### src/rtl/axi_rd_arbiter_2x1.sv
// Two-master AXI read arbiter in front of the single-port SRAM bridge; one read in flight.
// Define ARB_ROUND_ROBIN_EN for round-robin arbitration, otherwise m0 has fixed priority.
module axi_rd_arbiter_2x1 #(
   parameter int ADDR_W = 32,
   parameter int DATA_W = 32,
   parameter int ID_W   = 4
) (
   input  logic              aclk,
   input  logic              areset,
   // master 0 (instruction fetch)
   input  logic [ADDR_W-1:0] m0_araddr,
   input  logic [ID_W-1:0]   m0_arid,
   input  logic [7:0]        m0_arlen,
   input  logic [2:0]        m0_arsize,
   input  logic [1:0]        m0_arburst,
   input  logic [2:0]        m0_arprot,
   input  logic [3:0]        m0_arcache,
   input  logic [1:0]        m0_arlock,
   input  logic              m0_arvalid,
   output logic              m0_arready,
   output logic [DATA_W-1:0] m0_rdata,
   output logic [ID_W-1:0]   m0_rid,
   output logic [1:0]        m0_rresp,
   output logic              m0_rlast,
   output logic              m0_rvalid,
   input  logic              m0_rready,
   // master 1 (data)
   input  logic [ADDR_W-1:0] m1_araddr,
   input  logic [ID_W-1:0]   m1_arid,
   input  logic [7:0]        m1_arlen,
   input  logic [2:0]        m1_arsize,
   input  logic [1:0]        m1_arburst,
   input  logic [2:0]        m1_arprot,
   input  logic [3:0]        m1_arcache,
   input  logic [1:0]        m1_arlock,
   input  logic              m1_arvalid,
   output logic              m1_arready,
   output logic [DATA_W-1:0] m1_rdata,
   output logic [ID_W-1:0]   m1_rid,
   output logic [1:0]        m1_rresp,
   output logic              m1_rlast,
   output logic              m1_rvalid,
   input  logic              m1_rready,
   // bridge side
   output logic [ADDR_W-1:0] s_araddr,
   output logic [ID_W-1:0]   s_arid,
   output logic [7:0]        s_arlen,
   output logic [2:0]        s_arsize,
   output logic [1:0]        s_arburst,
   output logic [2:0]        s_arprot,
   output logic [3:0]        s_arcache,
   output logic [1:0]        s_arlock,
   output logic              s_arvalid,
   input  logic              s_arready,
   input  logic [DATA_W-1:0] s_rdata,
   input  logic [ID_W-1:0]   s_rid,
   input  logic [1:0]        s_rresp,
   input  logic              s_rlast,
   input  logic              s_rvalid,
   output logic              s_rready
);

   localparam logic [1:0] ST_IDLE = 2'd0;
   localparam logic [1:0] ST_ADDR = 2'd1;
   localparam logic [1:0] ST_DATA = 2'd2;

   logic [1:0]      state_q;
   logic            grant_q;
   logic [ID_W-1:0] rid_q;
   logic            win;
   logic            in_addr;
   logic            in_data;
   logic            g_arvalid;
   logic [ID_W-1:0] g_arid;
   logic            retire;
   logic            unused_rid;

   // The bridge always answers with ID 0; the stored ARID replaces it.
   assign unused_rid = ^s_rid;

   assign in_addr   = (state_q == ST_ADDR);
   assign in_data   = (state_q == ST_DATA);
   assign g_arvalid = grant_q ? m1_arvalid : m0_arvalid;
   assign g_arid    = grant_q ? m1_arid    : m0_arid;
   assign retire    = in_data && s_rvalid && s_rready && s_rlast;

`ifdef ARB_ROUND_ROBIN_EN
   logic last_grant_q;

   always_ff @(posedge aclk) begin
      if (areset) begin
         last_grant_q <= 1'b1;
      end else if (retire) begin
         last_grant_q <= grant_q;
      end
   end
`endif

   always_comb begin
      win = grant_q;
      if (m0_arvalid && m1_arvalid) begin
`ifdef ARB_ROUND_ROBIN_EN
         win = ~last_grant_q;
`else
         win = 1'b0;
`endif
      end else if (m0_arvalid) begin
         win = 1'b0;
      end else if (m1_arvalid) begin
         win = 1'b1;
      end
   end

   always_ff @(posedge aclk) begin
      if (areset) begin
         state_q <= ST_IDLE;
         grant_q <= 1'b0;
         rid_q   <= '0;
      end else begin
         case (state_q)
            ST_IDLE: begin
               if (m0_arvalid || m1_arvalid) begin
                  grant_q <= win;
                  state_q <= ST_ADDR;
               end
            end
            ST_ADDR: begin
               if (g_arvalid && s_arready) begin
                  rid_q   <= g_arid;
                  state_q <= ST_DATA;
               end else if (!g_arvalid) begin
                  // requester withdrew before acceptance: abandon without forwarding
                  state_q <= ST_IDLE;
               end
            end
            ST_DATA: begin
               if (retire) begin
                  state_q <= ST_IDLE;
               end
            end
            default: state_q <= ST_IDLE;
         endcase
      end
   end

   always_comb begin
      s_araddr  = '0;
      s_arid    = '0;
      s_arlen   = '0;
      s_arsize  = '0;
      s_arburst = '0;
      s_arprot  = '0;
      s_arcache = '0;
      s_arlock  = '0;
      s_arvalid = 1'b0;
      if (in_addr) begin
         s_arvalid = g_arvalid;
         if (grant_q) begin
            s_araddr  = m1_araddr;
            s_arid    = m1_arid;
            s_arlen   = m1_arlen;
            s_arsize  = m1_arsize;
            s_arburst = m1_arburst;
            s_arprot  = m1_arprot;
            s_arcache = m1_arcache;
            s_arlock  = m1_arlock;
         end else begin
            s_araddr  = m0_araddr;
            s_arid    = m0_arid;
            s_arlen   = m0_arlen;
            s_arsize  = m0_arsize;
            s_arburst = m0_arburst;
            s_arprot  = m0_arprot;
            s_arcache = m0_arcache;
            s_arlock  = m0_arlock;
         end
      end
   end

   assign m0_arready = in_addr && !grant_q && s_arready;
   assign m1_arready = in_addr &&  grant_q && s_arready;
   assign s_rready   = in_data && (grant_q ? m1_rready : m0_rready);

   // Return path: only the granted master sees the beat, the other reads all zeros.
   always_comb begin
      m0_rdata  = '0;
      m0_rid    = '0;
      m0_rresp  = '0;
      m0_rlast  = 1'b0;
      m0_rvalid = 1'b0;
      m1_rdata  = '0;
      m1_rid    = '0;
      m1_rresp  = '0;
      m1_rlast  = 1'b0;
      m1_rvalid = 1'b0;
      if (in_data) begin
         if (grant_q) begin
            m1_rdata  = s_rdata;
            m1_rid    = rid_q;
            m1_rresp  = s_rresp;
            m1_rlast  = s_rlast;
            m1_rvalid = s_rvalid;
         end else begin
            m0_rdata  = s_rdata;
            m0_rid    = rid_q;
            m0_rresp  = s_rresp;
            m0_rlast  = s_rlast;
            m0_rvalid = s_rvalid;
         end
      end
   end

endmodule

### config.mk
export PLATFORM = sky130hd
export DESIGN_NAME = axi_rd_arbiter_2x1
export DESIGN_NICKNAME = d
export VERILOG_FILES = /design/src/rtl/axi_rd_arbiter_2x1.sv
export SDC_FILE = /design/constraint.sdc
export NUM_CORES = 1
export LEC_CHECK = 0
export CELL_PAD_IN_SITES_DETAIL_PLACEMENT = 1
export CELL_PAD_IN_SITES_GLOBAL_PLACEMENT = 1
export CORE_UTILIZATION = 11
export DETAILED_ROUTE_END_ITERATION = 12
export HOLD_SLACK_MARGIN = 0.03
export PLACE_DENSITY = 0.9
export SYNTH_ARGS = -nofsm -noshare
export SYNTH_HDL_FRONTEND = slang
export SYNTH_SLANG_ARGS = --single-unit
### constraint.sdc
create_clock -name aclk -period 3.8 [get_ports aclk]
set_clock_uncertainty 0.15 [all_clocks]
set_input_delay 0.76 -clock aclk [delete_from_list [all_inputs] [get_ports aclk]]
set_output_delay 0.76 -clock aclk [all_outputs]
set_load 0.02 [all_outputs]
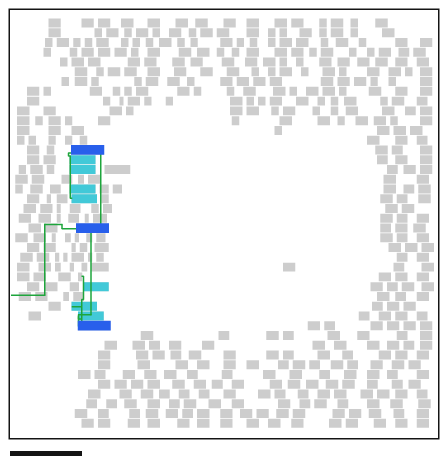
Figure 1: run 1, routed clock nets over the placement.
The bar under the picture is 20 µm long.
legend:
  cyan:
    item: flip-flops
    count: 7
  green:
    item: clock wires
    length: 149 µm
  blue:
    item: clock drivers
    count: 3
routed clock nets: 4
flops lie: middle left

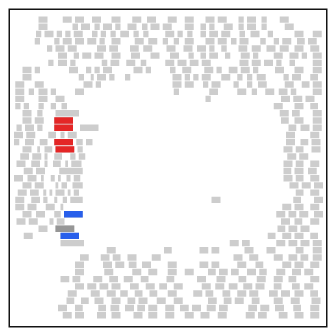
Figure 2: run 1, where the registers sit.
Other sequential cells in the stronger grey, the rest of the logic in the fainter grey.
legend:
  red:
    name_in_the_netlist: `rid_q`
    placed_flops: 4
    where: middle left
  blue:
    name_in_the_netlist: `state_q`
    placed_flops: 2
not coloured: 1

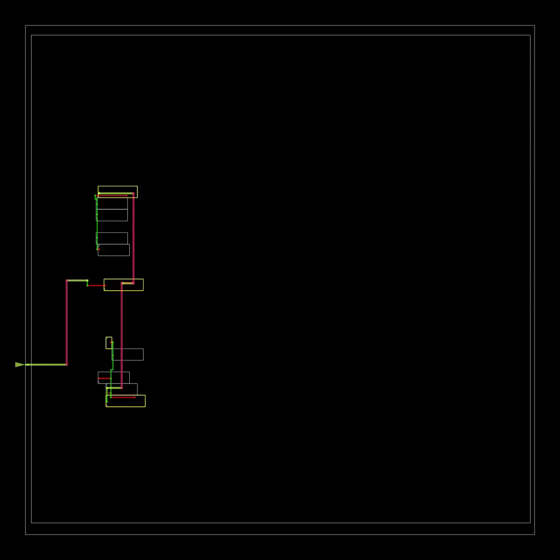
Figure 3: run 1, the clock network.
Latency at later pin: 240 ps
clk_buf instances: 4
clk pwr: 181 µW
CTS Sinks: 7

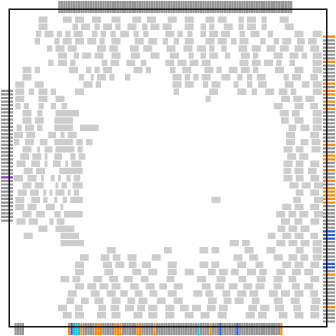
Figure 4: run 1, pin map.
Pins as bars across the die edge, other pins in grey.
legend:
  orange:
    port: `m0_araddr`
    pins: 32
    direction: input
    edge: 19 right, 13 bottom
  cyan:
    port: `m0_arcache`
    pins: 4
    direction: input
    edge: bottom
  blue:
    port: `s_arlen`
    pins: 8
    direction: output
    edge: 5 right, 3 bottom
  purple:
    port: `s_arvalid`
    pins: 1
    direction: output
    edge: left

==> results.yml, run 1 <==
# physical design summary
placed_design:
  portBuffers: 300
  placed_cell_area_mm2: 0.00464
  dpl.cell_count: 660
sta:
  finalCriticalPeriod_ps: 3350
  worstMarginPinSlew_ps: 589
  fmax_ghz: 0.299
  worst_slew_margin_rel_pct: 60.8
clock_network:
  cts_root_buf: "clkbuf_16"
  cts_max_path_buffers: 2
  cts_setup_buffers: 0
worst_setup_path:
  timing.rr.start: "grant_q$_SDFFE_PP0P_"
  crit_fanout: 40
  cp-end-kind: "primary output"
  crit_required_ps: 2890
  crit_type: "flip-flop to primary output"
synth:
  fp_nets: 363
  synth_top_area_share_pct: 33.6
  yosysTopAreaCell: "a22o_1"
  ys_chip_area_mm2: 0.00151
final_layout:
  stdcell_area_mm2: 0.00472
  fin_nets: 652
  sh_seq_area_pct: 2.97
  largest_class: "non-clock buffers"
  antenna-diode-count: 0
  final_cells: 664
  inverters: 3
  fin_util_pct: 35.4
route:
  drc: 0
  dr_total_vias: 2741
  ant_nets: 0
  wl_um: 10800
global_routing:
  antenna_found_initial: 0
  grt_pass1_wl_um: 15800
  overflow: 0
outcome:
  status: "finished clean"
run:
  maxCapViolCount: 0
power:
  p_sw_share_pct: 33.1
  clkPwrFrac_pct: 23.0
  p_sw_uw: 261
  seqPwrFrac_pct: 10.9
min_path:
  hold_path.class: "flip-flop to flip-flop"
[run 1: sequential cells by signal, indices dropped and copies added (netlist names)]
name / flops
grant_q: 1
rid_q: 4
state_q: 2
[run 1: critical path, delay by kind of cell (launching register included)]
kind                   cells  cell delay [ps]
DFF                        1              680
and+or+nand+nor            2              350
buffers and inverters      3             1150
[run 1: path summary, 6_finish.rpt]
path                                   to  slack [ps]  depth (start not counted)
setup / recovery              m1_rdata[6]         450                          5
hold / removal    state_q[0]$_SDFFE_PP0P_         350                          1
setup reg to reg    rid_q[3]$_SDFFE_PP0P_        1960                          3
hold reg to reg   state_q[0]$_SDFFE_PP0P_         350                          1
[run 1: cells by family (layout without fill, tap and decap cells)]
group / Yosys count / count (layout) / synth area share, %
AND-OR/OR-AND: 64 / 64 / 36.4
buffers and inverters: 23 / 311 / 10.3
flip-flops: 7 / 7 / 9.27
multiplexers: 6 / 6 / 3.97
AND/OR/NAND/NOR: 100 / 100 / 40.1
[run 1: cell usage after synthesis]
cell      count
buf_2         5
buf_6         7
or3_1         1
mux2i_1       6
inv_1         3
nand2b_1      1
and2_1       80
o31a_1        1
dfxtp_1       7
a21oi_1       2
nor2_1       10
a211oi_1      1
o21bai_1      1
nor3_1        4
nand2b_4      1
nand2_1       1
clkbuf_2      8
o22a_1        1
nor2_2        1
a22o_1       58
nor2_4        1
[run 1: cell usage in the layout, fill, tap and decap left out]
master             n
o21bai_1           1
clkbuf_16          3
clkbuf_1           1
a211oi_1           1
dfxtp_1            7
or3_1              1
nor3_1             4
buf_12             1
buf_4              3
o22a_1             1
mux2i_1            6
inv_1              3
and2_1            80
nor2_2             2
nand2b_4           1
o31a_1             1
nand2_1            1
a22o_1            58
nor2_1             8
nand2b_1           1
nor2_4             2
clkdlybuf4s50_1  300
a21oi_1            2
==> run 1 -> run 2 <==
- MAX_ROUTING_LAYER: not set -> met4
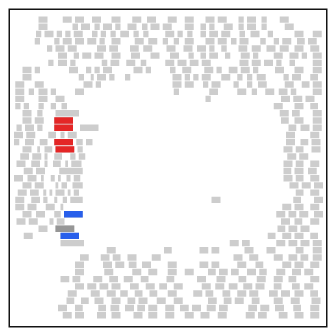
Figure 5: run 2, where the registers sit.
Other sequential cells in the stronger grey, the rest of the logic in the fainter grey.
legend:
  red:
    name_in_the_netlist: `rid_q`
    placed_flops: 4
    where: middle left
  blue:
    name_in_the_netlist: `state_q`
    placed_flops: 2
not coloured: 1

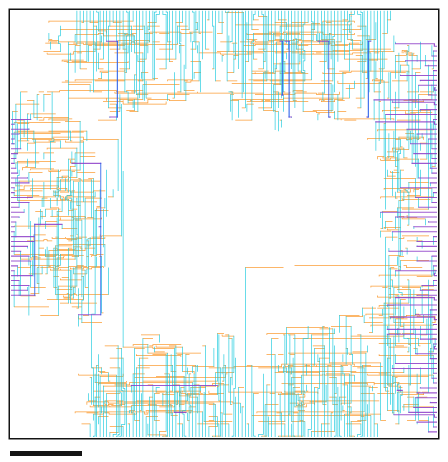
Figure 6: run 2, wiring by layer.
The bar under the picture is 20 µm long.
legend:
  orange:
    layer: metal 1
    wire_length: 4050 µm
  blue:
    layer: metal 4
    wire_length: 161 µm
  cyan:
    layer: metal 2
    wire_length: 5900 µm
  purple:
    layer: metal 3
    wire_length: 638 µm

==> results.yml, run 2 <==
# physical design summary
outcome:
  status: "finished clean"
placed_design:
  portBuffers: 300
route:
  dr_total_vias: 2722
  wl_um: 10700
  ant_nets: 0
  drc: 0
global_routing:
  overflow: 0
  antenna_found_initial: 0
  grt_pass1_wl_um: 15800
synth:
  ys_chip_area_mm2: 0.00151
  edf_count: 0
  post-synth-top-count-cell: "and2_1"
  flop_cell: "dfxtp_1"
  top_cells_by_count: "and2_1 (80), a22o_1 (58), nor2_1 (10), clkbuf_2 (8)"
  yosysTopAreaCell: "a22o_1"
  fp_nets: 363
  synth_top_area_share_pct: 33.6
clock_network:
  cts_max_path_buffers: 2
  cts_setup_buffers: 0
  cts_root_buf: "clkbuf_16"
final_layout:
  fin_nets: 652
  top_regs: "rid_q (4), state_q (2), grant_q (1)"
  lay_top_count: "clkdlybuf4s50_1"
  largest_register_ffs: 4
  fin_util_pct: 35.4
  lay_top_cells: "clkdlybuf4s50_1 (300), and2_1 (80), a22o_1 (58), nor2_1 (8), dfxtp_1 (7)"
  regMostFlops: "rid_q"
worst_setup_path:
  crit_type: "flip-flop to primary output"
  cp-end-kind: "primary output"
  cp_top_family: "buffers and inverters"
  timing.rr.start: "grant_q$_SDFFE_PP0P_"
  crit_fanout: 40
  crit_required_ps: 2890
sta:
  worstMarginPinSlew_ps: 582
  fmax_ghz: 0.299
  worst_slew_margin_rel_pct: 61.2
min_path:
  hold_path.class: "flip-flop to flip-flop"
## run 2: logic make-up (layout without fill, tap and decap cells)
| family | Yosys count | after routing | synth area share [%] |
|---|---|---|---|
| buffers and inverters | 23 | 311 | 10.3 |
| muxes | 6 | 6 | 3.97 |
| and+or+nand+nor | 100 | 100 | 40.1 |
| AOI/OAI and AO/OA | 64 | 64 | 36.4 |
| DFF | 7 | 7 | 9.27 |
## run 2: area by class of cell
type / instances / area share [%]
repair buffers: 304 / 64.5
well taps: 176 / 4.66
clock buffers: 4 / 1.67
flip-flops and latches: 7 / 2.97
multi-input cells: 170 / 26.0
inverters: 3 / 0.238
## run 2: power by group
| part | leakage, nW | internal [mW] | switching (mW) |
|---|---|---|---|
| clock | 0.0382 | 0.140 | 0.0408 |
| combinational | 1.64 | 0.309 | 0.211 |
| sequential | 0.0571 | 0.0780 | 0.00749 |
## run 2: path summary, 6_finish.rpt
check / slack (ps) / to / cells past startpoint
worst max-delay path: 460 / m1_rdata[6] / 5
worst min-delay path: 340 / state_q[0]$_SDFFE_PP0P_ / 1
worst max register to register: 1960 / rid_q[3]$_SDFFE_PP0P_ / 3
worst min register to register: 340 / state_q[0]$_SDFFE_PP0P_ / 1
## run 2: worst register-to-register path: stages, from the launching register on
cell     delay [ps]
dfxtp_1         680
mux2i_1         470
nor3_1          170
a22o_1          260
## run 2: routing by layer
| metal | GRT usage, % | vias to the layer above | share of wire [%] |
|---|---|---|---|
| li1 | - | 1294 | - |
| met1 | 14.9 | 1277 | 38 |
| met2 | 28.0 | 136 | 55 |
| met3 | 1.87 | 15 | 5.9 |
| met4 | 3.88 | 0 | 1.5 |
| met5 | - | - | 0 |
Power is estimated from default activity; no workload was simulated.
